File: config.mk
export PLATFORM = sky130hd
export DESIGN_NAME = tile_renderer
export DESIGN_NICKNAME = d
export VERILOG_FILES = /design/src/rtl/snake_pkg.sv /design/src/rtl/tile_texture.sv /design/src/rtl/tile_renderer.sv
export SDC_FILE = /design/constraint.sdc
export NUM_CORES = 1
export LEC_CHECK = 0
export CAP_MARGIN = 20
export CELL_PAD_IN_SITES_DETAIL_PLACEMENT = 0
export CELL_PAD_IN_SITES_GLOBAL_PLACEMENT = 2
export CORE_ASPECT_RATIO = 2
export CORE_MARGIN = 2
export CORE_UTILIZATION = 28
export DETAILED_ROUTE_END_ITERATION = 12
export GPL_TIMING_DRIVEN = 0
export PLACE_DENSITY = 0.84
export SETUP_SLACK_MARGIN = 0.02
export SKIP_LAST_GASP = 1
export SYNTH_ARGS = -nofsm -noshare
export SYNTH_HDL_FRONTEND = slang
export SYNTH_SLANG_ARGS = --single-unit
File: constraint.sdc
create_clock -name clk -period 3.4 [get_ports clk]
set_clock_uncertainty 0.2 [all_clocks]
set_input_delay 0.68 -clock clk [delete_from_list [all_inputs] [get_ports clk]]
set_output_delay 0.68 -clock clk [all_outputs]
set_load 0.02 [all_outputs]
File: src/rtl/snake_pkg.sv
// Shared tile-type codes and default palette for the snake renderer and map writer.
package snake_pkg;

    typedef enum logic [3:0] {
        T_GROUND    = 4'd0,
        T_FOOD      = 4'd1,
        T_BODY_H    = 4'd2,
        T_BODY_V    = 4'd3,
        T_CORNER_LU = 4'd4,
        T_CORNER_RU = 4'd5,
        T_CORNER_LD = 4'd6,
        T_CORNER_RD = 4'd7,
        T_TAIL_L    = 4'd8,
        T_TAIL_R    = 4'd9,
        T_TAIL_U    = 4'd10,
        T_TAIL_D    = 4'd11,
        T_HEAD_L    = 4'd12,
        T_HEAD_R    = 4'd13,
        T_HEAD_U    = 4'd14,
        T_HEAD_D    = 4'd15
    } tile_type_e;

    localparam logic [11:0] DEF_C_GROUND = 12'h0F0;
    localparam logic [11:0] DEF_C_BODY   = 12'hF00;
    localparam logic [11:0] DEF_C_FOOD   = 12'h0FF;
    localparam logic [11:0] DEF_C_HEAD   = 12'hF0F;
    localparam logic [11:0] DEF_C_BORDER = 12'h000;

endpackage

File: src/rtl/tile_texture.sv
// Combinational texture lookup: tile type plus in-tile coordinates (u,v) to a colour.
module tile_texture
    import snake_pkg::*;
#(
    parameter int          TILE_BITS = 5,
    parameter int          TYPE_BITS = 4,
    parameter logic [11:0] C_GROUND  = DEF_C_GROUND,
    parameter logic [11:0] C_BODY    = DEF_C_BODY,
    parameter logic [11:0] C_FOOD    = DEF_C_FOOD,
    parameter logic [11:0] C_HEAD    = DEF_C_HEAD
) (
    input  logic [TYPE_BITS-1:0] i_type,
    input  logic [TILE_BITS-1:0] i_u,
    input  logic [TILE_BITS-1:0] i_v,
    input  logic                 i_phase,
    output logic [11:0]          o_rgb
);

    localparam logic [TILE_BITS-1:0] Q1 = TILE_BITS'((1 << TILE_BITS) / 4);
    localparam logic [TILE_BITS-1:0] Q3 = TILE_BITS'((3 * (1 << TILE_BITS)) / 4);

    logic       w_band_u, w_band_v, w_sq;
    logic       w_half_l, w_half_r, w_half_u, w_half_d;
    logic       w_ext;
    logic [3:0] w_code;
    logic       w_body, w_head, w_food;

    assign w_band_u = (i_u >= Q1) && (i_u < Q3);
    assign w_band_v = (i_v >= Q1) && (i_v < Q3);
    assign w_sq     = w_band_u && w_band_v;
    // Half-bands: the centre stripe extended to one edge of the tile.
    assign w_half_l = w_band_v && (i_u < Q3);
    assign w_half_r = w_band_v && (i_u >= Q1);
    assign w_half_u = w_band_u && (i_v < Q3);
    assign w_half_d = w_band_u && (i_v >= Q1);

    assign w_code = i_type[3:0];
    assign w_ext  = (i_type >> 4) != '0;

    always_comb begin
        w_body = 1'b0;
        w_head = 1'b0;
        w_food = 1'b0;
        case (w_code)
            T_FOOD:      w_food = w_sq && i_phase;
            T_BODY_H:    w_body = w_band_v;
            T_BODY_V:    w_body = w_band_u;
            T_CORNER_LU: w_body = w_half_l || w_half_u;
            T_CORNER_RU: w_body = w_half_r || w_half_u;
            T_CORNER_LD: w_body = w_half_l || w_half_d;
            T_CORNER_RD: w_body = w_half_r || w_half_d;
            T_TAIL_L:    w_body = w_half_l;
            T_TAIL_R:    w_body = w_half_r;
            T_TAIL_U:    w_body = w_half_u;
            T_TAIL_D:    w_body = w_half_d;
            // Heads trail their body toward the side they came from.
            T_HEAD_L:    begin w_head = w_sq; w_body = w_half_r; end
            T_HEAD_R:    begin w_head = w_sq; w_body = w_half_l; end
            T_HEAD_U:    begin w_head = w_sq; w_body = w_half_d; end
            T_HEAD_D:    begin w_head = w_sq; w_body = w_half_u; end
            default:     ;
        endcase
        if (w_ext) begin
            w_body = 1'b0;
            w_head = 1'b0;
            w_food = 1'b0;
        end
    end

    assign o_rgb = w_head ? C_HEAD :
                   w_food ? C_FOOD :
                   w_body ? C_BODY : C_GROUND;

endmodule

File: src/rtl/tile_renderer.sv
// Three-stage tile renderer: pixel -> map RAM address -> tile type -> registered colour.
module tile_renderer
    import snake_pkg::*;
#(
    parameter int          TILE_BITS  = 5,
    parameter int          MAP_W_BITS = 4,
    parameter int          MAP_H_BITS = 4,
    parameter int          TYPE_BITS  = 4,
    parameter int          BLINK_BITS = 4,
    parameter logic [11:0] C_GROUND   = DEF_C_GROUND,
    parameter logic [11:0] C_BODY     = DEF_C_BODY,
    parameter logic [11:0] C_FOOD     = DEF_C_FOOD,
    parameter logic [11:0] C_HEAD     = DEF_C_HEAD,
    parameter logic [11:0] C_BORDER   = DEF_C_BORDER
) (
    input  logic                             clk,
    input  logic                             rst_n,
    input  logic                             pix_valid,
    input  logic [9:0]                       pix_x,
    input  logic [9:0]                       pix_y,
    input  logic                             frame_start,
    output logic [MAP_W_BITS+MAP_H_BITS-1:0] map_addr,
    input  logic [TYPE_BITS-1:0]             map_data,
    output logic                             rgb_valid,
    output logic [11:0]                      rgb
);

    localparam int AW = MAP_W_BITS + MAP_H_BITS;

    logic [9:0]           w_tile_x, w_tile_y;
    logic                 w_oob;
    logic [11:0]          w_tex;

    logic [AW-1:0]        r_map_addr;
    logic [TILE_BITS-1:0] r_u1, r_v1, r_u2, r_v2;
    logic                 r_oob1, r_oob2;
    logic                 r_valid1, r_valid2, r_valid3;
    logic [11:0]          r_rgb;
    logic [BLINK_BITS:0]  r_frame_cnt;

    assign w_tile_x = pix_x >> TILE_BITS;
    assign w_tile_y = pix_y >> TILE_BITS;
    assign w_oob    = ((w_tile_x >> MAP_W_BITS) != 10'd0) ||
                      ((w_tile_y >> MAP_H_BITS) != 10'd0);

    // Stage 1 feeds the RAM address; stage 2 carries u/v alongside the RAM's read latency.
    always_ff @(posedge clk or negedge rst_n) begin
        if (!rst_n) begin
            r_map_addr <= '0;
            r_u1       <= '0;
            r_v1       <= '0;
            r_oob1     <= 1'b0;
            r_valid1   <= 1'b0;
            r_u2       <= '0;
            r_v2       <= '0;
            r_oob2     <= 1'b0;
            r_valid2   <= 1'b0;
        end else begin
            r_map_addr <= {w_tile_y[MAP_H_BITS-1:0], w_tile_x[MAP_W_BITS-1:0]};
            r_u1       <= pix_x[TILE_BITS-1:0];
            r_v1       <= pix_y[TILE_BITS-1:0];
            r_oob1     <= w_oob;
            r_valid1   <= pix_valid;
            r_u2       <= r_u1;
            r_v2       <= r_v1;
            r_oob2     <= r_oob1;
            r_valid2   <= r_valid1;
        end
    end

    always_ff @(posedge clk or negedge rst_n) begin
        if (!rst_n) begin
            r_frame_cnt <= '0;
        end else if (frame_start) begin
            r_frame_cnt <= r_frame_cnt + {{BLINK_BITS{1'b0}}, 1'b1};
        end
    end

    tile_texture #(
        .TILE_BITS (TILE_BITS),
        .TYPE_BITS (TYPE_BITS),
        .C_GROUND  (C_GROUND),
        .C_BODY    (C_BODY),
        .C_FOOD    (C_FOOD),
        .C_HEAD    (C_HEAD)
    ) u_texture (
        .i_type  (map_data),
        .i_u     (r_u2),
        .i_v     (r_v2),
        .i_phase (~r_frame_cnt[BLINK_BITS]),
        .o_rgb   (w_tex)
    );

    always_ff @(posedge clk or negedge rst_n) begin
        if (!rst_n) begin
            r_rgb    <= 12'h000;
            r_valid3 <= 1'b0;
        end else begin
            r_valid3 <= r_valid2;
            if (!r_valid2)   r_rgb <= 12'h000;
            else if (r_oob2) r_rgb <= C_BORDER;
            else             r_rgb <= w_tex;
        end
    end

    assign map_addr  = r_map_addr;
    assign rgb_valid = r_valid3;
    assign rgb       = r_rgb;

endmodule
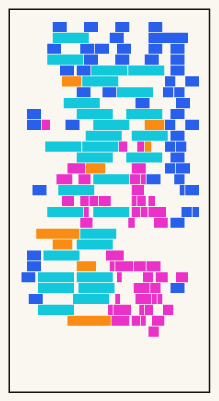
placement_by_type.png
(4 px per um)
class	colour	cells
other buffers and delay cells	blue	52
clock drivers and dummy loads	orange	8
flops	cyan	29
combinational and other logic	magenta	49

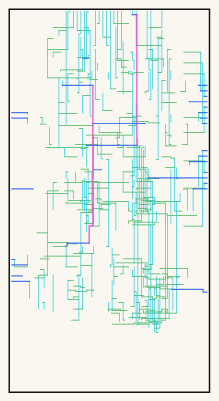
wires.png
(4 px per um)
layer	colour	wire length
metal 2	cyan	1380 um
metal 4	magenta	73.0 um
metal 1	green	672 um
metal 3	blue	120 um
average wire length per cell after detail routing: 11.8 um
overall routing resource usage: 11.2%
total number of vias: 818
total wirelength of the detailed-routed design: 2240 um

==> results.txt <==
Flow results.

- The data arrival time reported for the critical path is approximately 1400 ps.
- The min-delay analysis places its worst path in the category reg2reg.
- In this run the post-CTS setup repair buffer count came out at 0.
- The number of warnings reported in the yosys synthesis log is 0.
- The number of antenna violations at the first check in global routing is 0.
- The number of stages on the worst hold path is 0.
- The area of the multi-input gates is about 350 um^2.
- The later pin in the worst-skew pair is clocked with a latency of approximately 280 ps.
- The top routing layer in use is met4.
- Across all checked pins, the minimum headroom to the slew limit is roughly 68%.
- For this run, global-route usage on met2 was measured as about a fifth.
- The slew at the pin closest to its max-slew limit is 485 ps.
- 0 antenna diodes ended up in the layout.
- The post-synth register bit count is 29.
- After clock tree synthesis, the repair step resized 0 gates.
- The clock network area share is around 7.5%.
- Of the post-synthesis cell area, the dominant cell type holds 62.1%.
- The power density over the cells is roughly 550 nW/um^2.
- Per the OpenROAD floorplan log, the width of the die is 49.7 um.
- The number of clock buffers inserted by TritonCTS is 5.
- The clock-pin slew on the worst setup and hold paths is approximately 60 ps.
- The number of cell instances after yosys synthesis is slightly below 90.
- The class occupying the most area after layout is reported as registers.
- The flow ran to the end, and the final reports show no timing, DRC or antenna violations.
- In this run, synthesis inferred 0 flip-flops with an integrated enable.
- Per the final report, max-transition violations number 0.
- The number of global-route vias before repair is 874.
- For reference, the top cells by area after synthesis are sky130_fd_sc_hd__dfrtp_1 (62%), sky130_fd_sc_hd__buf_4 (5.8%), sky130_fd_sc_hd__ha_1 (5.4%).
- The clock network power is ~0.42 mW.
- For reference, the final report shows the hold violation count at 0.
- The summed standard-cell area reported by yosys is 1170 um^2.
- The overall die area is about 4700 um^2.
- Setup repair after global routing left no endpoint under its margin.
- RePlAce ended its routability-driven mode at a weighted congestion of a little under 0.8.
- The number of fill cells in the layout is 416.
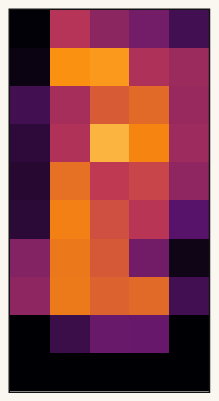
cell_density.png
(4 px per um) The die is cut into 5 by 10 equal tiles; black is low, pale yellow is high, 0 to 100% covered.
emptiest ninth of the die	lower right
nearly empty tiles	16%
tiles over 75% full	6.0%
fullest tile	84%
starting density of the core: 28.9%
final standard cell utilization of the core: 44.4%
core area: 4050 um^2

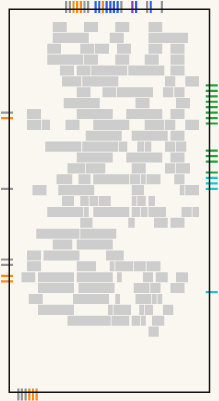
io_placement.png
(4 px per um) Pins as bars across the die edge, other pins in grey.
port	colour	pins	direction	edge
`clk`	purple	1	input	top
`rgb`	green	12	output	right
`map_data`	cyan	4	input	right
`pix_y`	orange	10	input	4 top, 3 bottom, 3 left
`map_addr`	blue	8	output	top
all pins by edge	20 top, 16 right, 7 left, 6 bottom

-- worst max-delay path, stage by stage (launching register included) --
cell and delay (ps):
sky130_fd_sc_hd__dfrtp_1 380, sky130_fd_sc_hd__buf_4 120, sky130_fd_sc_hd__clkdlybuf4s50_1 600
-- through the flow --
stage / total power, mW / cells
2_1_floorplan: 0.511 / 89
3_3_place_gp: 0.571 / 181
3_5_place_dp: 0.589 / 182
4_1_cts: 1.01 / 190
5_1_grt: 1.05 / 190
6_report: 0.993 / 190
-- layout by cell type (no fill, tap or decap), types with 2 or more instances in the layout --
cell type / n
sky130_fd_sc_hd__clkdlybuf4s50_1: 40
sky130_fd_sc_hd__dfrtp_1: 29
sky130_fd_sc_hd__buf_4: 9
sky130_fd_sc_hd__ha_1: 5
sky130_fd_sc_hd__clkbuf_8: 5
sky130_fd_sc_hd__inv_1: 4
sky130_fd_sc_hd__nand2_1: 4
sky130_fd_sc_hd__nor2_1: 3
sky130_fd_sc_hd__mux2_1: 3
sky130_fd_sc_hd__xnor2_1: 3
sky130_fd_sc_hd__o21bai_1: 2
sky130_fd_sc_hd__nor2b_1: 2
sky130_fd_sc_hd__xor2_1: 2
sky130_fd_sc_hd__mux2i_1: 2
sky130_fd_sc_hd__nand3_1: 2
sky130_fd_sc_hd__nand4_1: 2
sky130_fd_sc_hd__bufinv_16: 2
-- cell families after synthesis --
family          Yosys count  synth area share [%]
flops                    29                  62.1
simple gates             22                  11.6
buf+inv                  15                  7.81
compound gates            8                  4.82
xor+xnor                  5                  3.75
mux                       5                  4.60
fa+ha+maj                 5                  5.35
No activity file was given, so power comes from the tool's default toggle rates.
